Figure 1. Signal wires on met1.
The bar under the picture is 10 um long. Supply wires on this layer in gray.
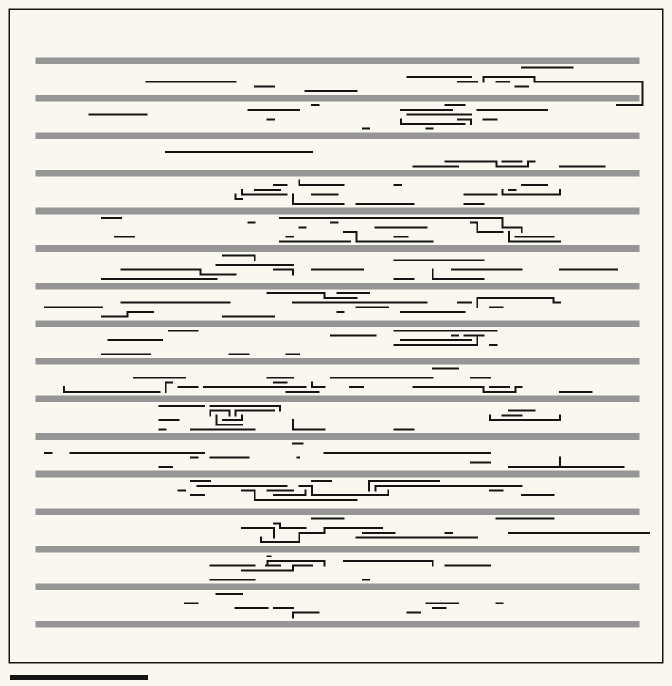
Figure 2. Signal wires on met2.
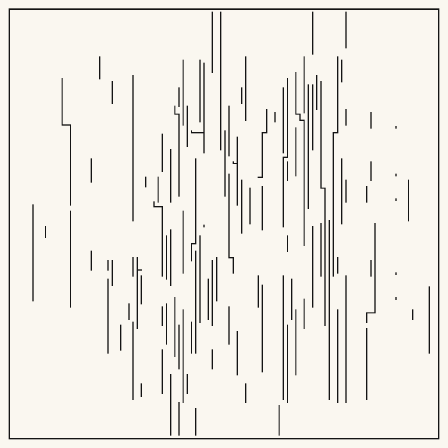
Figure 3. Met3 routing.
The bar under the picture is 10 um long. Cells faint in the background.
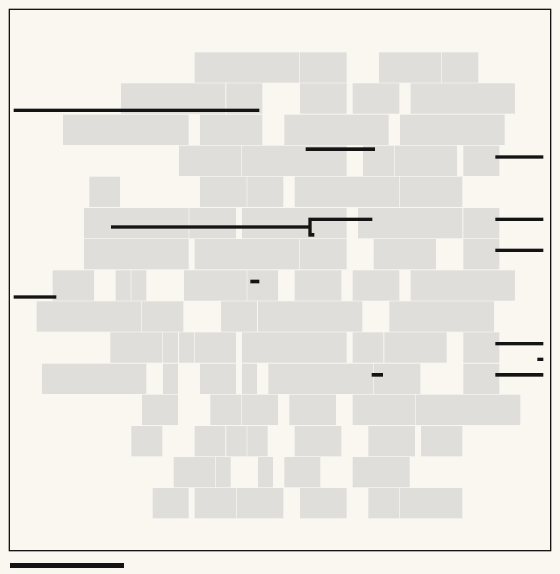
Figure 4. Logic cells by family.
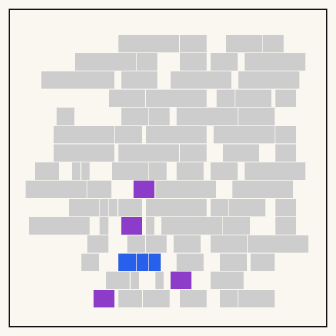
Figure 5. The clock network.
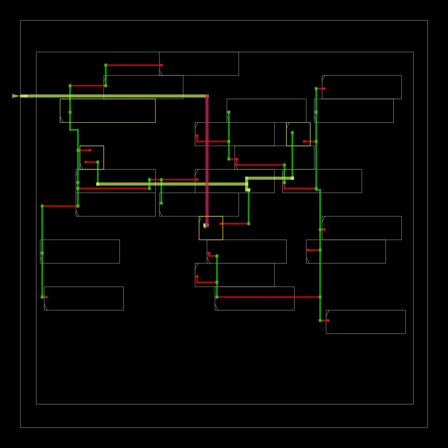
`config.mk`:
```
export PLATFORM = sky130hd
export DESIGN_NAME = serial_word_capture
export DESIGN_NICKNAME = d
export VERILOG_FILES = /design/src/rtl/serial_pkg.sv /design/src/rtl/capture_bit_counter.sv /design/src/rtl/serial_word_capture.sv
export SDC_FILE = /design/constraint.sdc
export NUM_CORES = 1
export LEC_CHECK = 0
export CAP_MARGIN = 30
export CORE_MARGIN = 1.5
export CORE_UTILIZATION = 45
export DETAILED_ROUTE_END_ITERATION = 16
export GPL_TIMING_DRIVEN = 0
export PLACE_DENSITY = 0.8
export SYNTH_ARGS = -nofsm -noshare
export SYNTH_HDL_FRONTEND = slang
export SYNTH_HIERARCHICAL = 1
export SYNTH_SLANG_ARGS = --single-unit
```
`constraint.sdc`:
```
create_clock -name Clock -period 1.64 [get_ports Clock]
set_clock_uncertainty 0.15 [all_clocks]
set_input_delay 0.328 -clock Clock [delete_from_list [all_inputs] [get_ports Clock]]
set_output_delay 0.328 -clock Clock [all_outputs]
set_load 0.01 [all_outputs]
```
`src/rtl/serial_pkg.sv`:
```
// Shared constants for the serial two's-complement datapath and its capture stage.
package serial_pkg;

  localparam int DEFAULT_WIDTH = 8;

  typedef enum logic [1:0] {
    ST_IDLE  = 2'd0,
    ST_SHIFT = 2'd1,
    ST_HOLD  = 2'd2
  } state_t;

endpackage

```
`src/rtl/capture_bit_counter.sv`:
```
// Bit counter for the capture stage: clear, enable, terminal count at WIDTH-1.
module capture_bit_counter #(
  parameter int WIDTH = 8,
  parameter int CNT_W = $clog2(WIDTH)
) (
  input  logic Clock,
  input  logic reset,
  input  logic clr,
  input  logic en,
  output logic tc
);

  logic [CNT_W-1:0] count;

  always_ff @(posedge Clock or posedge reset) begin
    if (reset)
      count <= '0;
    else if (clr)
      count <= '0;
    else if (en)
      count <= count + 1'b1;
  end

  assign tc = (count == CNT_W'(WIDTH - 1));

endmodule

```
`src/rtl/serial_word_capture.sv`:
```
// Sequences the upstream shift enable for WIDTH cycles and deserializes its LSB-first result.
// Optional parity output enabled by SERIAL_WORD_CAPTURE_PARITY_EN.
module serial_word_capture
  import serial_pkg::*;
#(
  parameter int WIDTH = DEFAULT_WIDTH,
  localparam int CNT_W = $clog2(WIDTH)
) (
  input  logic             Clock,
  input  logic             reset,
  input  logic             start,
  input  logic             serial_in,
  output logic             shift_en,
  output logic             busy,
  output logic [WIDTH-1:0] data_out,
  output logic             out_valid,
  input  logic             out_ready
`ifdef SERIAL_WORD_CAPTURE_PARITY_EN
  ,
  output logic             parity_out
`endif
);

  // state | meaning
  // IDLE  | waiting for start
  // SHIFT | shift_en high, sampling serial_in for WIDTH edges
  // HOLD  | captured word presented, waiting for out_ready

  state_t           state, state_nxt;
  logic [WIDTH-1:0] sreg, shifted;
  logic             cnt_clr, cnt_en, cnt_tc;

  assign shifted = {serial_in, sreg[WIDTH-1:1]};

  always_ff @(posedge Clock or posedge reset) begin
    if (reset)
      state <= ST_IDLE;
    else
      state <= state_nxt;
  end

  always_comb begin
    state_nxt = state;
    cnt_clr   = 1'b0;
    case (state)
      ST_IDLE: begin
        if (start) begin
          state_nxt = ST_SHIFT;
          cnt_clr   = 1'b1;
        end
      end
      ST_SHIFT: begin
        if (cnt_tc)
          state_nxt = ST_HOLD;
      end
      ST_HOLD: begin
        if (out_ready) begin
          if (start) begin
            state_nxt = ST_SHIFT;
            cnt_clr   = 1'b1;
          end else begin
            state_nxt = ST_IDLE;
          end
        end
      end
      default: state_nxt = ST_IDLE;
    endcase
  end

  // Moore decode only, so start/out_ready never reach shift_en combinationally.
  assign shift_en  = (state == ST_SHIFT);
  assign busy      = (state != ST_IDLE);
  assign out_valid = (state == ST_HOLD);
  assign cnt_en    = shift_en && !cnt_tc;

  capture_bit_counter #(
    .WIDTH (WIDTH),
    .CNT_W (CNT_W)
  ) u_cnt (
    .Clock (Clock),
    .reset (reset),
    .clr   (cnt_clr),
    .en    (cnt_en),
    .tc    (cnt_tc)
  );

  always_ff @(posedge Clock or posedge reset) begin
    if (reset) begin
      sreg     <= '0;
      data_out <= '0;
    end else if (shift_en) begin
      sreg <= shifted;
      if (cnt_tc)
        data_out <= shifted;
    end
  end

`ifdef SERIAL_WORD_CAPTURE_PARITY_EN
  logic par_run;

  always_ff @(posedge Clock or posedge reset) begin
    if (reset) begin
      par_run    <= 1'b0;
      parity_out <= 1'b0;
    end else if (cnt_clr) begin
      par_run <= 1'b0;
    end else if (shift_en) begin
      par_run <= par_run ^ serial_in;
      if (cnt_tc)
        parity_out <= par_run ^ serial_in;
    end
  end
`endif

endmodule

```
==> impl_metrics.env <==
# implementation run metrics
export IMPL_violations="setup timing"
export IMPL_tap_cell_count=25
export IMPL_finalNetCount=93
export IMPL_internal_power_mw=1.691
export IMPL_io_pins=16
export IMPL_buffers=23
export IMPL_vias_per_cell=4.791
export IMPL_crit_cells=3
export IMPL_fp_nets=66
export IMPL_p_per_area_nw_per_um2=2018
export IMPL_clk_pin_slew_worst_paths_ps=110
export IMPL_grt_pass1_vias=548
export IMPL_hold_buffers=0
export IMPL_hold_ws_ps=56.79
export IMPL_combinationalPowerShare_pct=46.8
export IMPL_seq_area_um2=500.5
export IMPL_switching_share_pct=28.91
export IMPL_grt_antenna_before_repair=0
export IMPL_top_power_group="combinational logic"
export IMPL_seqPwrFrac_pct=36.7
export IMPL_h_tree_depth=1
export IMPL_finalCritPeriodShare_pct=102.8
export IMPL_die_h_um=47.18
export IMPL_power_mw=2.379
export IMPL_drc=0
export IMPL_ys_flop_type="dfrtp_1"
export IMPL_cts_tree="done"
export IMPL_async_flop_share_pct=100.0
export IMPL_hold_path_class="input port to asynchronous set/reset pin"
export IMPL_crit_fanout=3
export IMPL_synth_most_common_cell="dfrtp_1"
export IMPL_critPathLaunch="state[1]$_DFFE_PP0P_"
export IMPL_setup_viol=2
export IMPL_post_route_min_period_ps=1685
export IMPL_placed_cells_incl_taps=99
export IMPL_cts_max_path_buffers=2
export IMPL_vias=527
export IMPL_fin_ws_ps=-45.18
export IMPL_yosys_area_um2=878.3
export IMPL_netlist_area_um2=878.3
export IMPL_edf_count=0
export IMPL_postPlaceCellArea_um2=1060
export IMPL_area_leaders="dfrtp_1 (57%), mux2_4 (14%), mux2_2 (9.0%)"
export IMPL_crit_buf_inv=2
export IMPL_routabilityCongestion=0.7100
export IMPL_die_x_um=47.18
export IMPL_finalCoreUtilization_pct=66.11
export IMPL_design_area_um2=1179
export IMPL_synth_cell_type_count=19
export IMPL_largest_class="sequential cells"
export IMPL_hold_viol=0
export IMPL_path_common_cell="buf_6"
export IMPL_rr_endpoint="u_cnt/count[2]$_DFFE_PP0P_"
export IMPL_synthCells=59
export IMPL_num_rows=15
export IMPL_worstPathRequired_ps=1160
export IMPL_clkPwrFrac_pct=16.6
export IMPL_fp_utilization_pct=49.26
export IMPL_yosys_stat_seqShare_pct=56.98
export IMPL_core_area_um2=1783
export IMPL_worstMarginPinSlew_ps=613.9
export IMPL_outcome="finished, violations left"
export IMPL_regToRegStartpoint="u_cnt/count[0]$_DFFE_PP0P_"
export IMPL_final_cell_mix="dfrtp_1 (20), mux2_4 (8), dlygate4sd2_1 (8), mux2_2 (7), buf_6 (6)"
export IMPL_yosys_area_top_type_share_pct=56.98
export IMPL_p_comb_mw=1.11
export IMPL_cp_endpoint="out_valid"
export IMPL_ir_worst_vdd_uv=1114
export IMPL_crit_family="flip-flops"
export IMPL_buffer_area_share_pct=18.90
export IMPL_first_pass_iters=3
export IMPL_grt_pass1_wl_um=2235
export IMPL_yosys_top_cells_count="dfrtp_1 (20), mux2_4 (8), mux2_2 (7)"
export IMPL_cts_resized=26
export IMPL_comb_cells=34
export IMPL_p_leak_nw=0.6013
export IMPL_setup_tns_ps=-68.89
Notes on Figure 1 above:
wire length on this layer: 583 um
share of all routed wire: 42%
met1 Track Usage GR: 15.57%
final wirelength: 1388 um

Notes on Figure 2 above:
longest straight run: 19.7 um
main direction: vertical

Notes on Figure 3 above:
longest straight run: 21.2 um
nets with wire on the layer: 10

Notes on Figure 4 above:
| color | family | cells |
|---|---|---|
| blue | inverting AOI/OAI gates | 3 |
| purple | AND and OR gates | 4 |
multi-input combinational area share: 30.25%
most numerous logic cell after layout: dfrtp_1
non-filler cells, final: 110

Notes on Figure 5 above:
Power Clock: 395 uW
Num CTS Buffers: 3
worst skew pair latency: 300 ps
CTS Sinks: 20

[flip-flops by register name (all words and copies together), names as in the netlist]
name / cells
sreg: 7
state: 2
data_out: 8
u_cnt/count: 3
[routing by layer]
metal / track usage [%] / wire, um / vias up / part of all wire [%]
met2: 25.75 / 694 / 13 / 50
met5: 0 / 0 / - / 0
met1: 15.57 / 583 / 260 / 42
li1: - / - / 250 / -
met3: 7.308 / 75 / 4 / 5.4
met4: 6.667 / 34 / 0 / 2.4
[cell families after synthesis]
kind of cell	after synthesis	synth area share, %
DFF	20	56.98
muxes	17	24.93
and+or+nand+nor	10	7.978
buffers and inverters	5	3.275
AOI/OAI and AO/OA	4	2.991
adders and majority gates	2	2.849
xor gates and xnor gates	1	0.9973
No activity file was given, so power comes from the tool's default toggle rates.
